$ cat config.mk
export PLATFORM = sky130hd
export DESIGN_NAME = pattern_sequencer
export DESIGN_NICKNAME = d
export VERILOG_FILES = /design/src/rtl/pattern_sequencer.sv
export SDC_FILE = /design/constraint.sdc
export NUM_CORES = 1
export LEC_CHECK = 0
export CAP_MARGIN = 10
export CORE_AREA = 2 2 61 63
export DETAILED_ROUTE_END_ITERATION = 16
export DIE_AREA = 0 0 63 65
export GPL_TIMING_DRIVEN = 0
export PLACE_DENSITY = 0.71
export SETUP_SLACK_MARGIN = 0.5
export SYNTH_ARGS = -nofsm -noshare
export SYNTH_HDL_FRONTEND = slang
export SYNTH_SLANG_ARGS = --single-unit
$ cat constraint.sdc
create_clock -name pixel_clk -period 2.3 [get_ports pixel_clk]
set_input_delay 0.345 -clock pixel_clk [delete_from_list [all_inputs] [get_ports pixel_clk]]
set_output_delay 0.345 -clock pixel_clk [all_outputs]
set_load 0.02 [all_outputs]
$ cat src/rtl/pattern_sequencer.sv
// Frame-synchronous pattern mode controller: a debounced button or frame timer
// requests an advance, which is committed only on frame_start.
module pattern_sequencer #(
  parameter int NUM_MODES       = 4,
  parameter int MODE_W          = 2,
  parameter int AUTO_FRAMES     = 120,
  parameter int DEBOUNCE_CYCLES = 250000
) (
  input  logic              pixel_clk,
  input  logic              reset,
  input  logic              btn_next,
  input  logic              auto_en,
  input  logic              frame_start,
  output logic [MODE_W-1:0] mode,
  output logic              mode_changed,
  output logic              req_pending
);

  localparam int DB_W = $clog2(DEBOUNCE_CYCLES + 1);
  localparam int FC_W = $clog2(AUTO_FRAMES + 1);
  localparam logic [DB_W-1:0]   DB_LAST   = DB_W'(DEBOUNCE_CYCLES - 1);
  localparam logic [FC_W-1:0]   FC_LAST   = FC_W'(AUTO_FRAMES - 1);
  localparam logic [MODE_W-1:0] MODE_LAST = MODE_W'(NUM_MODES - 1);

  typedef enum logic [1:0] {LOW, WAIT_HIGH, HIGH, WAIT_LOW} db_state_t;

  db_state_t       db_state;
  logic [DB_W-1:0] db_cnt;
  logic [FC_W-1:0] fcnt;
  logic            sync1;
  logic            sync2;
  logic            btn_rise;
  logic            auto_tick;
  logic            advance;
  logic            req_pending_next;

  // A rise is recognised in the cycle that completes the stable-high window,
  // so the request latch sees it on the same edge the FSM reaches HIGH.
  assign btn_rise         = (db_state == WAIT_HIGH) && sync2 && (db_cnt == DB_LAST);
  assign auto_tick        = auto_en && frame_start && (fcnt == FC_LAST);
  assign advance          = frame_start && (req_pending || auto_tick);
  assign req_pending_next = (req_pending && !frame_start) || btn_rise;

  always_ff @(posedge pixel_clk) begin
    if (reset) begin
      sync1        <= 1'b0;
      sync2        <= 1'b0;
      db_state     <= LOW;
      db_cnt       <= '0;
      fcnt         <= '0;
      mode         <= '0;
      mode_changed <= 1'b0;
      req_pending  <= 1'b0;
    end else begin
      sync1 <= btn_next;
      sync2 <= sync1;

      case (db_state)
        LOW: begin
          if (sync2) begin
            db_state <= WAIT_HIGH;
            db_cnt   <= '0;
          end
        end
        WAIT_HIGH: begin
          if (!sync2) begin
            db_state <= LOW;
          end else if (db_cnt == DB_LAST) begin
            db_state <= HIGH;
          end else begin
            db_cnt <= db_cnt + DB_W'(1);
          end
        end
        HIGH: begin
          if (!sync2) begin
            db_state <= WAIT_LOW;
            db_cnt   <= '0;
          end
        end
        default: begin
          if (sync2) begin
            db_state <= HIGH;
          end else if (db_cnt == DB_LAST) begin
            db_state <= LOW;
          end else begin
            db_cnt <= db_cnt + DB_W'(1);
          end
        end
      endcase

      req_pending  <= req_pending_next;
      mode_changed <= advance;

      if (advance) begin
        mode <= (mode == MODE_LAST) ? '0 : mode + MODE_W'(1);
      end

      // Any advance restarts the auto timer so the new mode gets a full period.
      if (advance || !auto_en) begin
        fcnt <= '0;
      end else if (frame_start) begin
        fcnt <= fcnt + FC_W'(1);
      end
    end
  end

endmodule

**Run 1: signal wires on met1**

Bar = 20 um. Supply wires on this layer in gray.
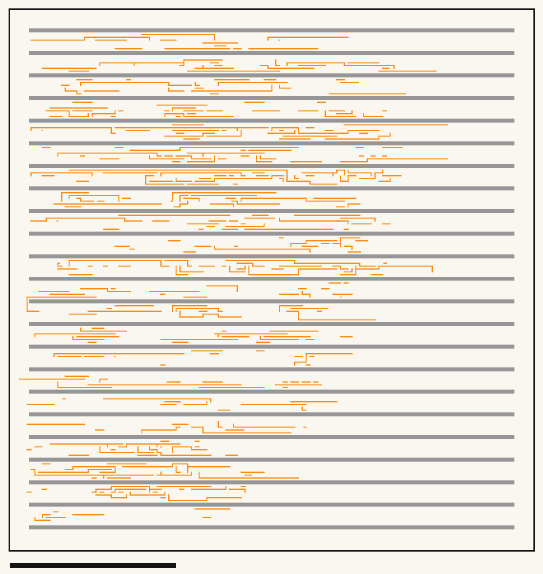
The longest straight run is 26.2 um. The layer holds 49% of the routed length. The wires run mostly horizontal. The layer carries 1450 um of wire. 190 nets have wire on it.
wire length reported by the detailed router: 2.97 mm
met1 usage in global routing: 20.8%
detailed-route via count: 1224

**Run 1: the metal 2 layer**

Bar = 20 um.
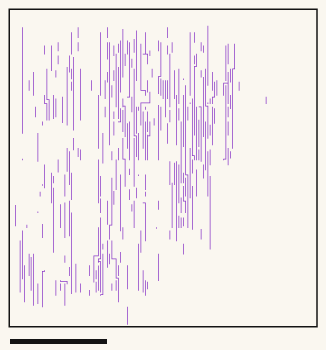
The layer holds 45% of the routed length. The layer carries 1320 um of wire. The longest straight run is 21.8 um. The wires run mostly vertical.

**Run 1: met3 routing**

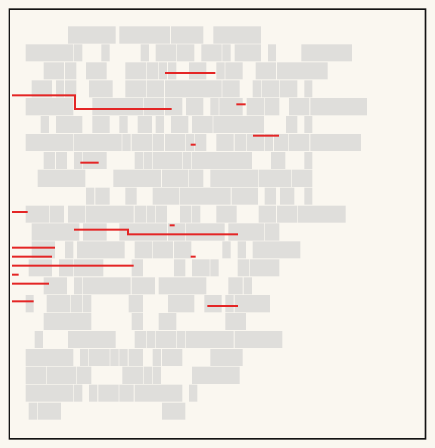
The layer carries 112 um of wire. The layer holds 3.8% of the routed length. 12 nets have wire on it.
global routing met3 resource utilization: 4.34%

-- run 1: sequential cells by signal (all words and copies together), names as in the netlist, named ones only --
| signal | flops |
|---|---|
| sync1 | 1 |
| db_state | 1 |
| mode_changed | 1 |
| req_pending | 1 |
| mode | 2 |
| db_cnt | 18 |
| sync2 | 1 |
| fcnt | 7 |
-- run 1: per-layer routing --
layer	vias to the layer above	part of all wire, %	wire [um]	global-route usage (%)
met5	-	0	0	0
met4	0	2.5	75	10.0
met3	9	3.8	112	4.34
met1	563	49	1450	20.8
met2	19	45	1320	26.2
li1	633	-	-	-
-- run 1: repair_timing --
item / 4_1_cts / 5_1_grt
buffers inserted: 4 / 6
gates cloned: 0 / 0
setup endpoints to repair: 25 / 13
pin swaps: 5 / 11
gates resized: 13 / 19
==> results.toml, run 1 <==
# implementation run metrics
[cts]
cts_htree_levels = 2
cts_hold_buffers = 0
ctsRootBufferMaster = "clkbuf_4"
cts.reportedPaths.clkPinSlew_ps = 110

[final_layout]
largest_class = "multi-input combinational cells"
storage_element_area_um2 = 676
final_layout_top_logic_cells = "nor2_1, dfxtp_1, nand2_1"
diodes = 0
syn_to_final_growth_pct = 23.9
layout.buffer.nonclock.area_share_pct = 9.42
seq_area_share_pct = 36.1

[logic_synthesis]
yosysCellCount = 171
synth_async_reset_ratio_pct = 0
cell_taking_the_most_area_after_synthesis = "dfxtp_1"
xor_area_share_pct = 12.7
yosys.cell_count.top_type = "dfxtp_1"
total_standard_cell_area_after_synthesis_um2 = 1510
flip_flop_and_latch_count_after_synthesis = 33
mux_area_share_pct = 2.81
yosys.stat.seqShare_pct = 43.7
number_of_enable_flip_flop_cells = 0

[floorplan]
vertical_die_dimension_um = 65

[final_timing]
fin_setup_tns_ps = 0
setup_ws_ps = 463
fin_skew_ps = 17.7
finalHoldViolCount = 0
rsz0062_at_grt = "true"
setup_viol_count_final = 0
final_max_tran_viols = 0
fin_crit_ps = 1840
hold-worst-slack_ps = 452

[global_routing]
grt_start_max_net_pins = 11
grt_pass1_wl_mm = 5.35

[min_path]
min_delay_path_depth = 3
timing.hold.worst.start = "frame_start"

[setup_path]
r2r_cells = 5
critical_path.reg2reg.startpoint = "db_cnt[4]"
setup.worst_path.end_class = "flip-flop"
critPathLaunch = "db_cnt[4]"

[outcome]
run_status = "finished clean"

[power]
power.ir.vdd_worst_v = 0.000477
internal_power_uw = 730
maxPowerGroup = "sequential cells"

[placement]
port_buffers = 7
gp_congestion = 0.789
==> run 2, diff against run 1 <==
--- a/config.mk
+++ b/config.mk
@@ -10,7 +10,7 @@
 export DETAILED_ROUTE_END_ITERATION = 16
 export DIE_AREA = 0 0 63 65
 export GPL_TIMING_DRIVEN = 0
-export PLACE_DENSITY = 0.71
+export PLACE_DENSITY = 0.74
 export SETUP_SLACK_MARGIN = 0.5
 export SYNTH_ARGS = -nofsm -noshare
 export SYNTH_HDL_FRONTEND = slang
==> constraint.sdc (replaced) <==
create_clock -name pixel_clk -period 1.5 [get_ports pixel_clk]
set_input_delay 0.225 -clock pixel_clk [delete_from_list [all_inputs] [get_ports pixel_clk]]
set_output_delay 0.225 -clock pixel_clk [all_outputs]
set_load 0.02 [all_outputs]
**Run 2: signal wires on met4**

Bar = 20 um. Supply wires on this layer in gray.
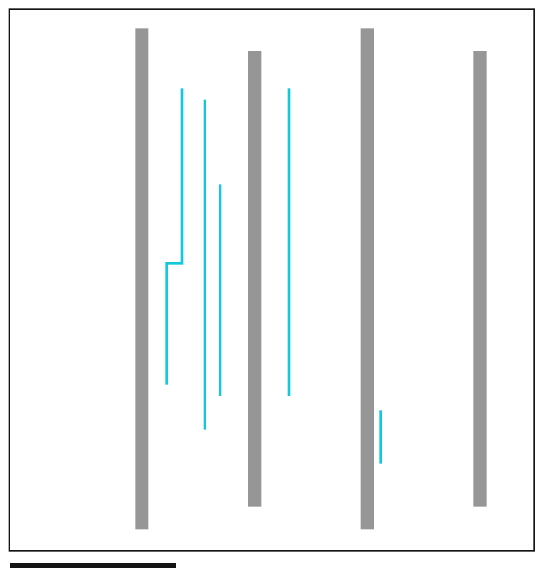
The layer carries 145 um of wire. 5 nets have wire on it. The wires run mostly vertical. The longest straight run is 39.4 um.
detailed-route via count: 1326
wire length reported by the detailed router: 3.73 mm

==> run 2 against run 1 <==
Effect of this change: the flow now finishes with violations (negative setup slack); die size is the same; fmax shrank 2.4%; first-iteration DRC count grew to 3.2 times the previous value; wire length grew 26%; sequential share of layout area shrank 3.7 points; flip-flop count is the same; clock power grew 95%; worst setup slack lost 840 ps; clock skew shrank 1.5 ps; largest cell class unchanged.
==> results.toml, run 2 <==
# implementation run metrics
[placement]
gp_congestion = 0.814
port_buffers = 7

[final_timing]
finalHoldViolCount = 0
setup_ws_ps = -381
hold-worst-slack_ps = 350
fin_crit_ps = 1880
rsz0062_at_grt = "true"
setup_viol_count_final = 16
fin_skew_ps = 16.2
maxSlewHeadroom_pct = 75.1

[global_routing]
grt_util_met2_pct = 32.2
globalRouteMet3Util_pct = 7.12
met1_usage_pct = 20.1
grt_start_max_net_pins = 11
grt_most_used_layer = "met2"
grt_pass1_wl_mm = 5.75

[final_layout]
nonClockInverterCount = 4
layout.buffer.nonclock.area_share_pct = 13.5
final_layout_top_logic_cells = "nor2_1, dfxtp_1, buf_4"
seq_area_share_pct = 32.4
comb-cell-share_pct = 47.1
ratio_of_cells_with_drive_above_1_in_the_final_layout_pct = 42.2
storage_element_area_um2 = 694
largest_register = "db_cnt"
largest_class = "multi-input combinational cells"
diodes = 0
reg_top3 = "db_cnt: 18 flops, fcnt: 7 flops, mode: 2 flops"
syn_to_final_growth_pct = 41.7
number_of_flip_flops_under_the_largest_register_name = 18

[logic_synthesis]
flip_flop_and_latch_count_after_synthesis = 33
number_of_enable_flip_flop_cells = 0
yosys.stat.seqShare_pct = 43.7
cell_taking_the_most_area_after_synthesis = "dfxtp_1"
mux_area_share_pct = 2.81
yosysCellCount = 171
total_standard_cell_area_after_synthesis_um2 = 1510
xor_area_share_pct = 12.7
yosys.cell_count.top_type = "dfxtp_1"
synth_async_reset_ratio_pct = 0

[detailed_routing]
detailedRoute.firstPassIterationCount = 4
detailroute.wirelength.met3_um = 134
route.met2.wl_mm = 1.99
route.top_layer_used = "met4"
wl_met1_mm = 1.46

[power]
maxPowerGroup = "sequential cells"
comb_cell_power_uw = 73.8
clockPowerShare_pct = 40.4
internal_power_uw = 1260
power.ir.vdd_worst_v = 0.000554
power_density_nw_per_um2 = 747

[outcome]
run_status = "finished, violations left"
violations = "negative setup slack"

[cts]
cts_htree_levels = 2
ctsRootBufferMaster = "clkbuf_4"
cts.reportedPaths.clkPinSlew_ps = 100
cts_hold_buffers = 0

[min_path]
timing.hold.worst.start = "frame_start"
min_delay_path_depth = 3

[setup_path]
r2r_cells = 5
path_depth = 5
critical_path.reg2reg.startpoint = "db_cnt[13]"
critPathLaunch = "db_cnt[13]"
timing.critical_path.to = "db_cnt[0]"
setup.worst_path.end_class = "flip-flop"
==> run 2: what timing repair did <==
action	CTS	global route
pin swaps	9	17
endpoints found under the setup margin	35	35
gates resized	38	25
buffers inserted	14	6
gates cloned	0	0
==> run 2: cell families (layout without fill, tap and decap cells) <==
kind of cell | Yosys count | after routing
buf+inv | 8 | 43
xor+xnor | 22 | 22
flops | 33 | 33
simple gates | 86 | 86
mux | 4 | 4
fa+ha+maj | 3 | 3
compound gates | 15 | 15
==> run 2: metrics by stage <==
stage	utilization, %	TNS [ps]	cells	total power (uW)
floorplan	-	-1930	171	941
global placement	50.8	-3620	226	958
detailed placement	50.8	-3930	226	959
CTS	57.2	-3430	248	1600
global route	61.3	-4130	254	1660
finish	61.3	-3060	254	1600
No activity file was given, so power comes from the tool's default toggle rates.
